**src/rtl/player_control_if.sv**
```systemverilog
// Key inputs and datapath control outputs of the player-sprite controller.
// master: the side that presses keys and watches the strobes.
// slave: the controller itself.
interface player_control_if;
    logic       move_left;
    logic       move_right;
    logic       ld_1;
    logic       ld_2;
    logic       ld_3;
    logic       ld_4;
    logic       erase;
    logic       draw;
    logic       plot;
    logic [1:0] lane;
    logic       busy;

    modport master (
        output move_left, move_right,
        input  ld_1, ld_2, ld_3, ld_4, erase, draw, plot, lane, busy
    );

    modport slave (
        input  move_left, move_right,
        output ld_1, ld_2, ld_3, ld_4, erase, draw, plot, lane, busy
    );
endinterface

```
**src/rtl/player_control.sv**
```systemverilog
// Player-sprite control FSM: turns left/right key edges into lane moves across
// four lanes, sequencing erase of the old sprite, lane load and redraw.
module player_control #(
    parameter int unsigned DRAW_CYCLES = 16
) (
    input logic             clock,
    input logic             reset,
    player_control_if.slave bus
);
    localparam int unsigned CntW = (DRAW_CYCLES > 1) ? $clog2(DRAW_CYCLES) : 1;
    localparam logic [CntW-1:0] CntLast = CntW'(DRAW_CYCLES - 1);

    typedef enum logic [2:0] {StStart, StIdle, StErase, StLoad, StDraw} state_e;

    state_e          state_q, state_d;
    logic [1:0]      lane_q, lane_d;
    logic [1:0]      target_q, target_d;
    logic [CntW-1:0] cnt_q, cnt_d;
    logic            left_q, right_q;

    logic            left_req, right_req;
    logic            ld_en;
    logic [1:0]      ld_sel;
    logic [3:0]      ld_vec;
    logic            erase, draw, plot;

    // Rising edge of the raw key against its value one cycle earlier.
    assign left_req  = bus.move_left & ~left_q;
    assign right_req = bus.move_right & ~right_q;

    // State, lane, target, phase counter and key history registers.
    always_ff @(posedge clock or posedge reset) begin
        if (reset) begin
            state_q  <= StStart;
            lane_q   <= 2'd0;
            target_q <= 2'd0;
            cnt_q    <= '0;
            left_q   <= 1'b0;
            right_q  <= 1'b0;
        end else begin
            state_q  <= state_d;
            lane_q   <= lane_d;
            target_q <= target_d;
            cnt_q    <= cnt_d;
            // Edge history keeps tracking while busy so a held key never retriggers.
            left_q   <= bus.move_left;
            right_q  <= bus.move_right;
        end
    end

    // Next-state logic; the counter defaults to zero so it clears on every state entry.
    always_comb begin
        state_d  = state_q;
        lane_d   = lane_q;
        target_d = target_q;
        cnt_d    = '0;
        unique case (state_q)
            StStart: begin
                target_d = 2'd0;
                state_d  = StLoad;
            end
            StIdle: begin
                // Simultaneous edges and moves off either end are discarded.
                if (left_req && !right_req && lane_q != 2'd0) begin
                    target_d = lane_q - 2'd1;
                    state_d  = StErase;
                end else if (right_req && !left_req && lane_q != 2'd3) begin
                    target_d = lane_q + 2'd1;
                    state_d  = StErase;
                end
            end
            StErase: begin
                if (cnt_q == CntLast) begin
                    state_d = StLoad;
                end else begin
                    cnt_d = cnt_q + CntW'(1);
                end
            end
            StLoad: begin
                lane_d  = target_q;
                state_d = StDraw;
            end
            StDraw: begin
                if (cnt_q == CntLast) begin
                    state_d = StIdle;
                end else begin
                    cnt_d = cnt_q + CntW'(1);
                end
            end
            default: state_d = StStart;
        endcase
    end

    // Moore output decode; erase and draw address the committed lane, load the target.
    always_comb begin
        ld_en  = 1'b0;
        ld_sel = lane_q;
        erase  = 1'b0;
        draw   = 1'b0;
        plot   = 1'b0;
        unique case (state_q)
            StErase: begin
                ld_en = 1'b1;
                erase = 1'b1;
                plot  = 1'b1;
            end
            StLoad: begin
                ld_en  = 1'b1;
                ld_sel = target_q;
            end
            StDraw: begin
                ld_en = 1'b1;
                draw  = 1'b1;
                plot  = 1'b1;
            end
            default: ld_en = 1'b0;
        endcase
        ld_vec = ld_en ? (4'b0001 << ld_sel) : 4'b0000;
    end

    assign bus.ld_1  = ld_vec[0];
    assign bus.ld_2  = ld_vec[1];
    assign bus.ld_3  = ld_vec[2];
    assign bus.ld_4  = ld_vec[3];
    assign bus.erase = erase;
    assign bus.draw  = draw;
    assign bus.plot  = plot;
    assign bus.lane  = lane_q;
    assign bus.busy  = (state_q != StIdle);
endmodule

```
**src/flat_wrapper.sv**
```systemverilog
// flat-port wrapper written by rule: the top's interface ports become plain ports
module player_control_flat 
#(
    parameter int unsigned DRAW_CYCLES = 16
)
  (clock, reset, bus_move_left, bus_move_right, bus_ld_1, bus_ld_2, bus_ld_3, bus_ld_4, bus_erase, bus_draw, bus_plot, bus_lane, bus_busy);
  player_control_if bus_i ();
  input logic clock;
  input logic reset;
  input wire logic [$bits(bus_i.move_left)-1:0] bus_move_left;
  input wire logic [$bits(bus_i.move_right)-1:0] bus_move_right;
  output wire logic [$bits(bus_i.ld_1)-1:0] bus_ld_1;
  output wire logic [$bits(bus_i.ld_2)-1:0] bus_ld_2;
  output wire logic [$bits(bus_i.ld_3)-1:0] bus_ld_3;
  output wire logic [$bits(bus_i.ld_4)-1:0] bus_ld_4;
  output wire logic [$bits(bus_i.erase)-1:0] bus_erase;
  output wire logic [$bits(bus_i.draw)-1:0] bus_draw;
  output wire logic [$bits(bus_i.plot)-1:0] bus_plot;
  output wire logic [$bits(bus_i.lane)-1:0] bus_lane;
  output wire logic [$bits(bus_i.busy)-1:0] bus_busy;
  assign bus_i.move_left = bus_move_left;
  assign bus_i.move_right = bus_move_right;
  assign bus_ld_1 = bus_i.ld_1;
  assign bus_ld_2 = bus_i.ld_2;
  assign bus_ld_3 = bus_i.ld_3;
  assign bus_ld_4 = bus_i.ld_4;
  assign bus_erase = bus_i.erase;
  assign bus_draw = bus_i.draw;
  assign bus_plot = bus_i.plot;
  assign bus_lane = bus_i.lane;
  assign bus_busy = bus_i.busy;
  player_control #(.DRAW_CYCLES(DRAW_CYCLES)) u_core (.clock(clock), .reset(reset), .bus(bus_i));
endmodule
```
**config.mk**
```make
export PLATFORM = sky130hd
export DESIGN_NAME = player_control_flat
export DESIGN_NICKNAME = d
export VERILOG_FILES = /design/src/rtl/player_control_if.sv /design/src/rtl/player_control.sv /design/src/flat_wrapper.sv
export SDC_FILE = /design/constraint.sdc
export NUM_CORES = 1
export LEC_CHECK = 0
export CAP_MARGIN = 25
export CORE_MARGIN = 2
export CORE_UTILIZATION = 50
export DETAILED_ROUTE_END_ITERATION = 8
export GPL_TIMING_DRIVEN = 0
export PLACE_DENSITY = 0.88
export SLEW_MARGIN = 10
export SYNTH_ARGS = -nofsm -noshare
export SYNTH_HDL_FRONTEND = slang
export SYNTH_SLANG_ARGS = --single-unit
```
**constraint.sdc**
```tcl
create_clock -name clock -period 3.17 [get_ports clock]
set_input_delay 0.4755 -clock clock [delete_from_list [all_inputs] [get_ports clock]]
set_output_delay 0.4755 -clock clock [all_outputs]
set_load 0.01 [all_outputs]
```
run_1/logic_types.png
Bar = 10 um.
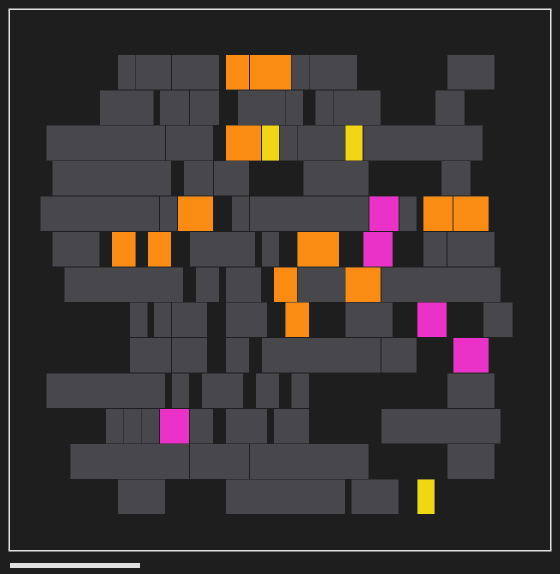
[orange] inverting AOI/OAI gates | cells: 12
[magenta] AND and OR gates | cells: 5
[yellow] inverters | cells: 3

run_1/clk_routes.png
Bar = 10 um.
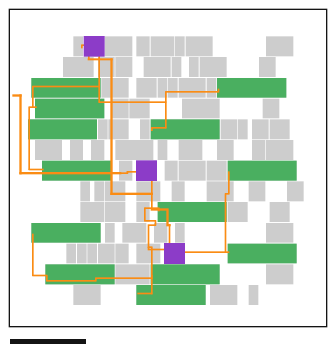
[purple] clock drivers | count: 3
[orange] clock wires | length: 184 um
[green] flip-flops | count: 13
routed clock nets: 4
clk_lat worst skew: 0.28 ns
clock share of power: 0.132
Clk. pwr: 104 uW
skew final: 0.00140 ns

==> flow_summary.ini, run 1 <==
; generated from flow reports
[floorplan]
dieHeight_um = 41.5
die_width_um = 41.5

[synth]
compound_area_frac = 0.139
largest_area_cell = dfrtp_1
top_cells_by_area = dfrtp_1 (46%), nor2_1 (4.8%), nand2_1 (3.2%)
adder_share = 0.0178
avgSynthCellArea_um2 = 9.63
xor_area_frac = 0.0374
simple_gate_area_frac = 0.249
synthTopCellsByCount = dfrtp_1 (13), nor2_1 (9), nand2_1 (6)
edf_count = 0
ys_warn_count = 0
synth_chip_area_um2 = 703
yosysTopAreaCellShare = 0.463

[worst_setup_path]
max_stage_delay_ns = 0.56
crit_path_end = bus_ld_1
cp_max_fo = 8
worstSetupPathDepth = 7
required_ns = 2.69
crit_start = u_core.state_q[1]
critPathLaunchType = flop
reg2reg_depth = 5
slowest_stage = clkdlybuf4s50_1

[layout]
nNetsFinal = 96
nFillCells = 124
drive_gt1_frac = 0.122
clk_share = 0.0299
insertedDiodeCount = 0
seq_area_frac = 0.370
largest_reg_flops = 4
fin_cells = 105
flops = 13
register_area_um2 = 325

[hold_path]
min_path_type = reg -> reg
holdPathEnd = u_core.cnt_q[0]

[clock_network]
cts.path.max_buffers = 2
clk_pin_slew_ns = 0.08
numCtsBuffers = 3
clkSinkCount = 13
hold_buffers = 0
ctsResizeCount = 0
cts_tree = built
cts_root_buffer = clkbuf_4
postCtsSetupBuffers = 0

[job]
maxCapViolCount = 0

[power]
p_per_area_nw_per_um2 = 892
power_leader = combinational logic
power.leakage_uw = 0.000400
p_sw_frac = 0.392
switchingPower_uw = 307
p_comb_frac = 0.536
seqPwrFrac = 0.332

[outcome]
status = completed

[global_route]
met3_usage = 0.0652
top_usage_layer = met2
grt_remaining_overflow = 0
first_global_vias = 565

[route]
route.detailed.drc = 0
dr.pass1.iters = 4
met3_wirelength_um = 54
wl_um = 1410
drtIter0Drc = 8
vias_per_cell = 5.45

[sta]
post-route-period-util = 0.797
hold_violations = 0
fmax_mhz = 396
maxSlewHeadroom = 0.675
rsz0062_at_grt = false

[placement]
numPortBuffers = 13
place_ws_ns = 0.925
place_area_um2 = 852
run_1/power_grid.png
Pins as bars on the die edge. Tap cells in grey.
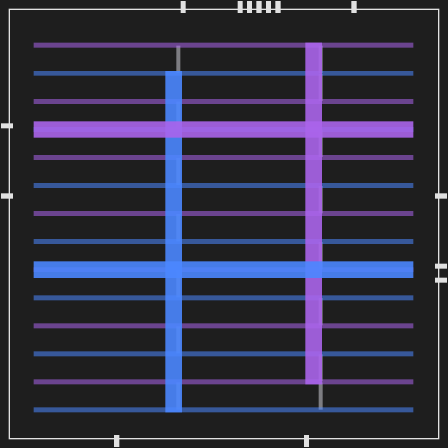
[purple] VDD
[blue] VSS
met5 straps: 2
met1 rails: 14
Core ar.: 1300 um^2
VDD IR max: 0.000537 V

run_1/placement_by_type.png
Bar = 10 um.
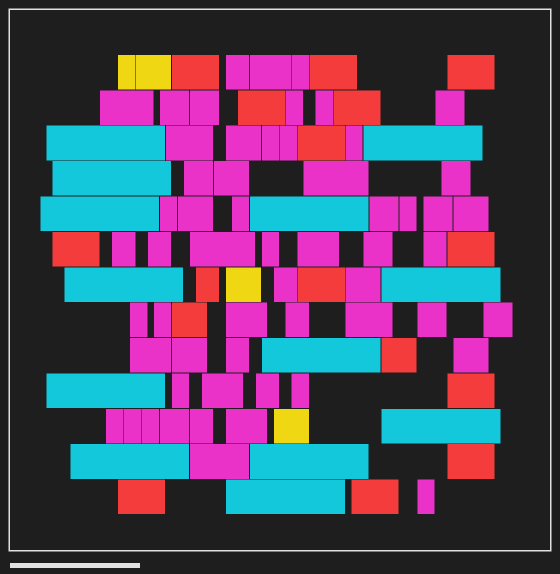

## Run 2: what changed since run 1
CORE_UTILIZATION = 48   (was 50)
PLACE_DENSITY = 0.85   (was 0.88)
clock period = 2.6 ns   (was 3.17 ns; I/O delays follow)
run_2/placement_by_type.png
Bar = 10 um.
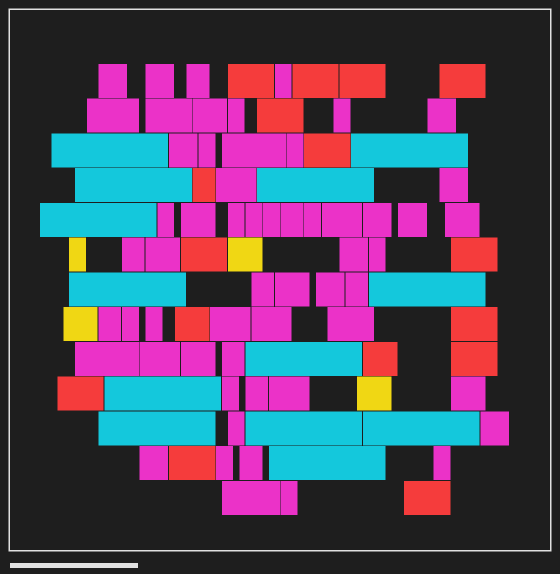
[magenta] combinational and other logic | cells: 57
[red] other buffers and delay cells | cells: 16
[cyan] flops | cells: 13
[yellow] clock drivers and dummy loads | cells: 4
flop share of the area: 0.370
post-route design area: 878 um^2
FP Rows: 13
Core ar.: 1330 um^2

run_2/logic_types.png
Bar = 10 um.
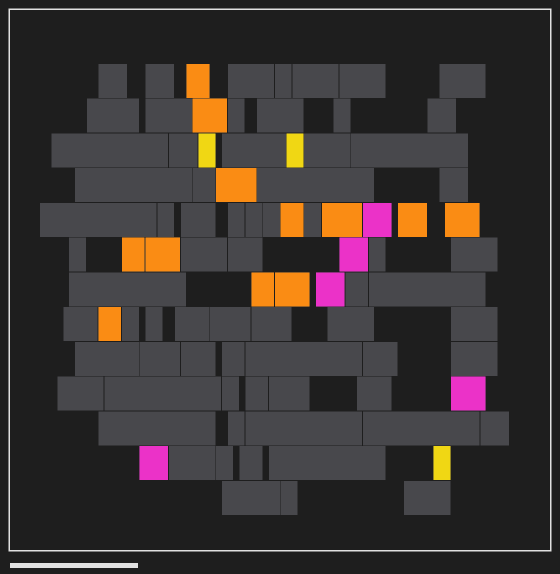
[magenta] AND and OR gates | cells: 5
[yellow] inverters | cells: 3
[orange] inverting AOI/OAI gates | cells: 12

==> run 2 against run 1 <==
  * Critical path type unchanged
  * Largest cell class unchanged
  * First-iteration DRC count shrank 38%
  * Register-to-register slack lost 0.58 ns
  * Global-route usage shrank 1.6 points
==> flow_summary.ini, run 2 <==
; generated from flow reports
[layout]
insertedDiodeCount = 0
reg_top3 = u_core.cnt_q x4, u_core.state_q x3
register_area_um2 = 325
nFillCells = 113
drive_gt1_frac = 0.122
nNetsFinal = 96
flops = 13
fin_cells = 105
buf_share = 0.171

[global_route]
grt_remaining_overflow = 0
top_usage_layer = met2
met3_usage = 0.0819
first_global_vias = 532

[synth]
ys_warn_count = 0
synthTopCellsByCount = dfrtp_1 (13), nor2_1 (9), nand2_1 (6)
adder_share = 0.0178
largest_area_cell = dfrtp_1
top_cells_by_area = dfrtp_1 (46%), nor2_1 (4.8%), nand2_1 (3.2%)
logic_family = simple AND/OR/NAND/NOR gates
compound_area_frac = 0.139
simple_gate_area_frac = 0.249
xor_area_frac = 0.0374
avgSynthCellArea_um2 = 9.63
edf_count = 0
synth_chip_area_um2 = 703

[job]
maxCapViolCount = 0

[power]
clock_power_uw = 122
power_leader = combinational logic
p_comb_frac = 0.542
switchingPower_uw = 372
p_sw_frac = 0.391
peakVddDrop_v = 0.000683
power.leakage_uw = 0.000400
pwr-share-clk = 0.128
seqPwrFrac = 0.329

[clock_network]
clkSinkCount = 13
hold_buffers = 0
clock_latency_ns = 0.28
ctsResizeCount = 0
cts_root_buffer = clkbuf_4
postCtsSetupBuffers = 0
cts.path.max_buffers = 2
numCtsBuffers = 3
cts_tree = built
clk_pin_slew_ns = 0.08

[sta]
fmax_mhz = 411
rsz0062_at_grt = false
post-route-period-util = 0.935
maxSlewHeadroom = 0.683
hold_violations = 0

[route]
wl_um = 1370
route.detailed.drc = 0
drtIter0Drc = 5
met3_wirelength_um = 77

[worst_setup_path]
worstSetupPathDepth = 7
crit_type = reg -> out
critPathLaunchType = flop
crit_path_end = bus_ld_1
reg2reg_depth = 5
required_ns = 2.21
crit_start = u_core.state_q[1]
crit_family = buffers and inverters
rr_startpoint = u_core.cnt_q[0]
slowest_stage = clkdlybuf4s50_1

[floorplan]
dieHeight_um = 42.3

[placement]
place_ws_ns = 0.474
place_area_um2 = 852
numPortBuffers = 13

[outcome]
status = completed
run_2/clk_routes.png
Bar = 10 um.
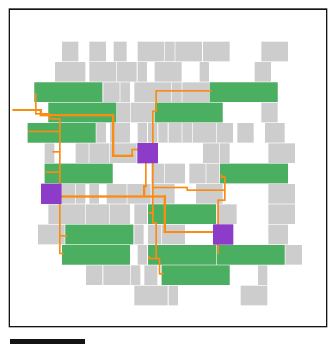

## Run 3: what changed since run 2
MAX_ROUTING_LAYER = met4   (was default)
run_3/clk_routes.png
Bar = 10 um.
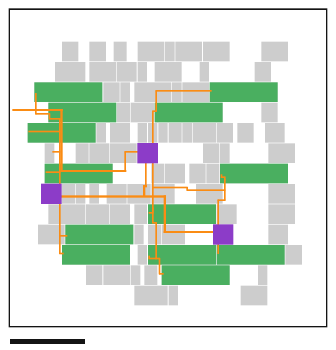
[green] flip-flops | count: 13
[purple] clock drivers | count: 3
[orange] clock wires | length: 157 um
routed clock nets: 4

run_3/placement_by_type.png
Bar = 10 um.
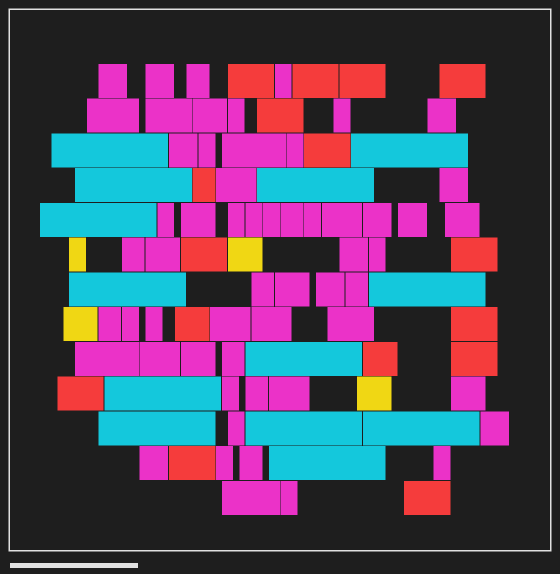
[yellow] clock drivers and dummy loads | cells: 4
[cyan] flops | cells: 13
[red] other buffers and delay cells | cells: 16
[magenta] combinational and other logic | cells: 57
utilization after layout: 0.659

==> run 3 against run 2 <==
  * Non-clock buffer count is the same
  * Sequential power is essentially flat
  * Synthesized cell count is the same
  * Clock-buffer cell count is the same
  * Combinational power is essentially flat
  * Worst hold slack is essentially flat
  * Synthesized area is the same
  * Critical path depth is the same
  * Sequential cell count is the same
  * Global-route usage grew 0.50 points
==> flow_summary.ini, run 3 <==
; generated from flow reports
[global_route]
top_usage_layer = met2
grt_remaining_overflow = 0
met3_usage = 0.0819

[synth]
avgSynthCellArea_um2 = 9.63
ys_warn_count = 0
synthTopCellsByCount = dfrtp_1 (13), nor2_1 (9), nand2_1 (6)
synth_chip_area_um2 = 703
logic_family = simple AND/OR/NAND/NOR gates
edf_count = 0
largest_area_cell = dfrtp_1
xor_area_frac = 0.0374
compound_area_frac = 0.139

[power]
peakVddDrop_v = 0.000684
clock_power_uw = 123
p_comb_frac = 0.542
power.leakage_uw = 0.000400
switchingPower_uw = 373

[layout]
final_area_um2 = 878
flops = 13
insertedDiodeCount = 0
register_area_um2 = 325

[clock_network]
clkSinkCount = 13
numCtsBuffers = 3
clk_pin_slew_ns = 0.08
cts.path.max_buffers = 2
cts_tree = built
clock_latency_ns = 0.28
postCtsSetupBuffers = 0

[floorplan]
coreArea_um2 = 1330
dieHeight_um = 42.3

[outcome]
status = completed

[worst_setup_path]
crit_path_end = bus_ld_1
worstSetupPathDepth = 7
slowest_stage = clkdlybuf4s50_1
critPathLaunchType = flop
rr_startpoint = u_core.cnt_q[0]
required_ns = 2.21
crit_family = buffers and inverters

[placement]
place_ws_ns = 0.474

[route]
route.detailed.drc = 0
drtIter0Drc = 5
met3_wirelength_um = 70
wl_um = 1380

[sta]
fmax_mhz = 411
rsz0062_at_grt = false
post-route-period-util = 0.935

[job]
maxCapViolCount = 0
No activity file was given, so power comes from the tool's default toggle rates.
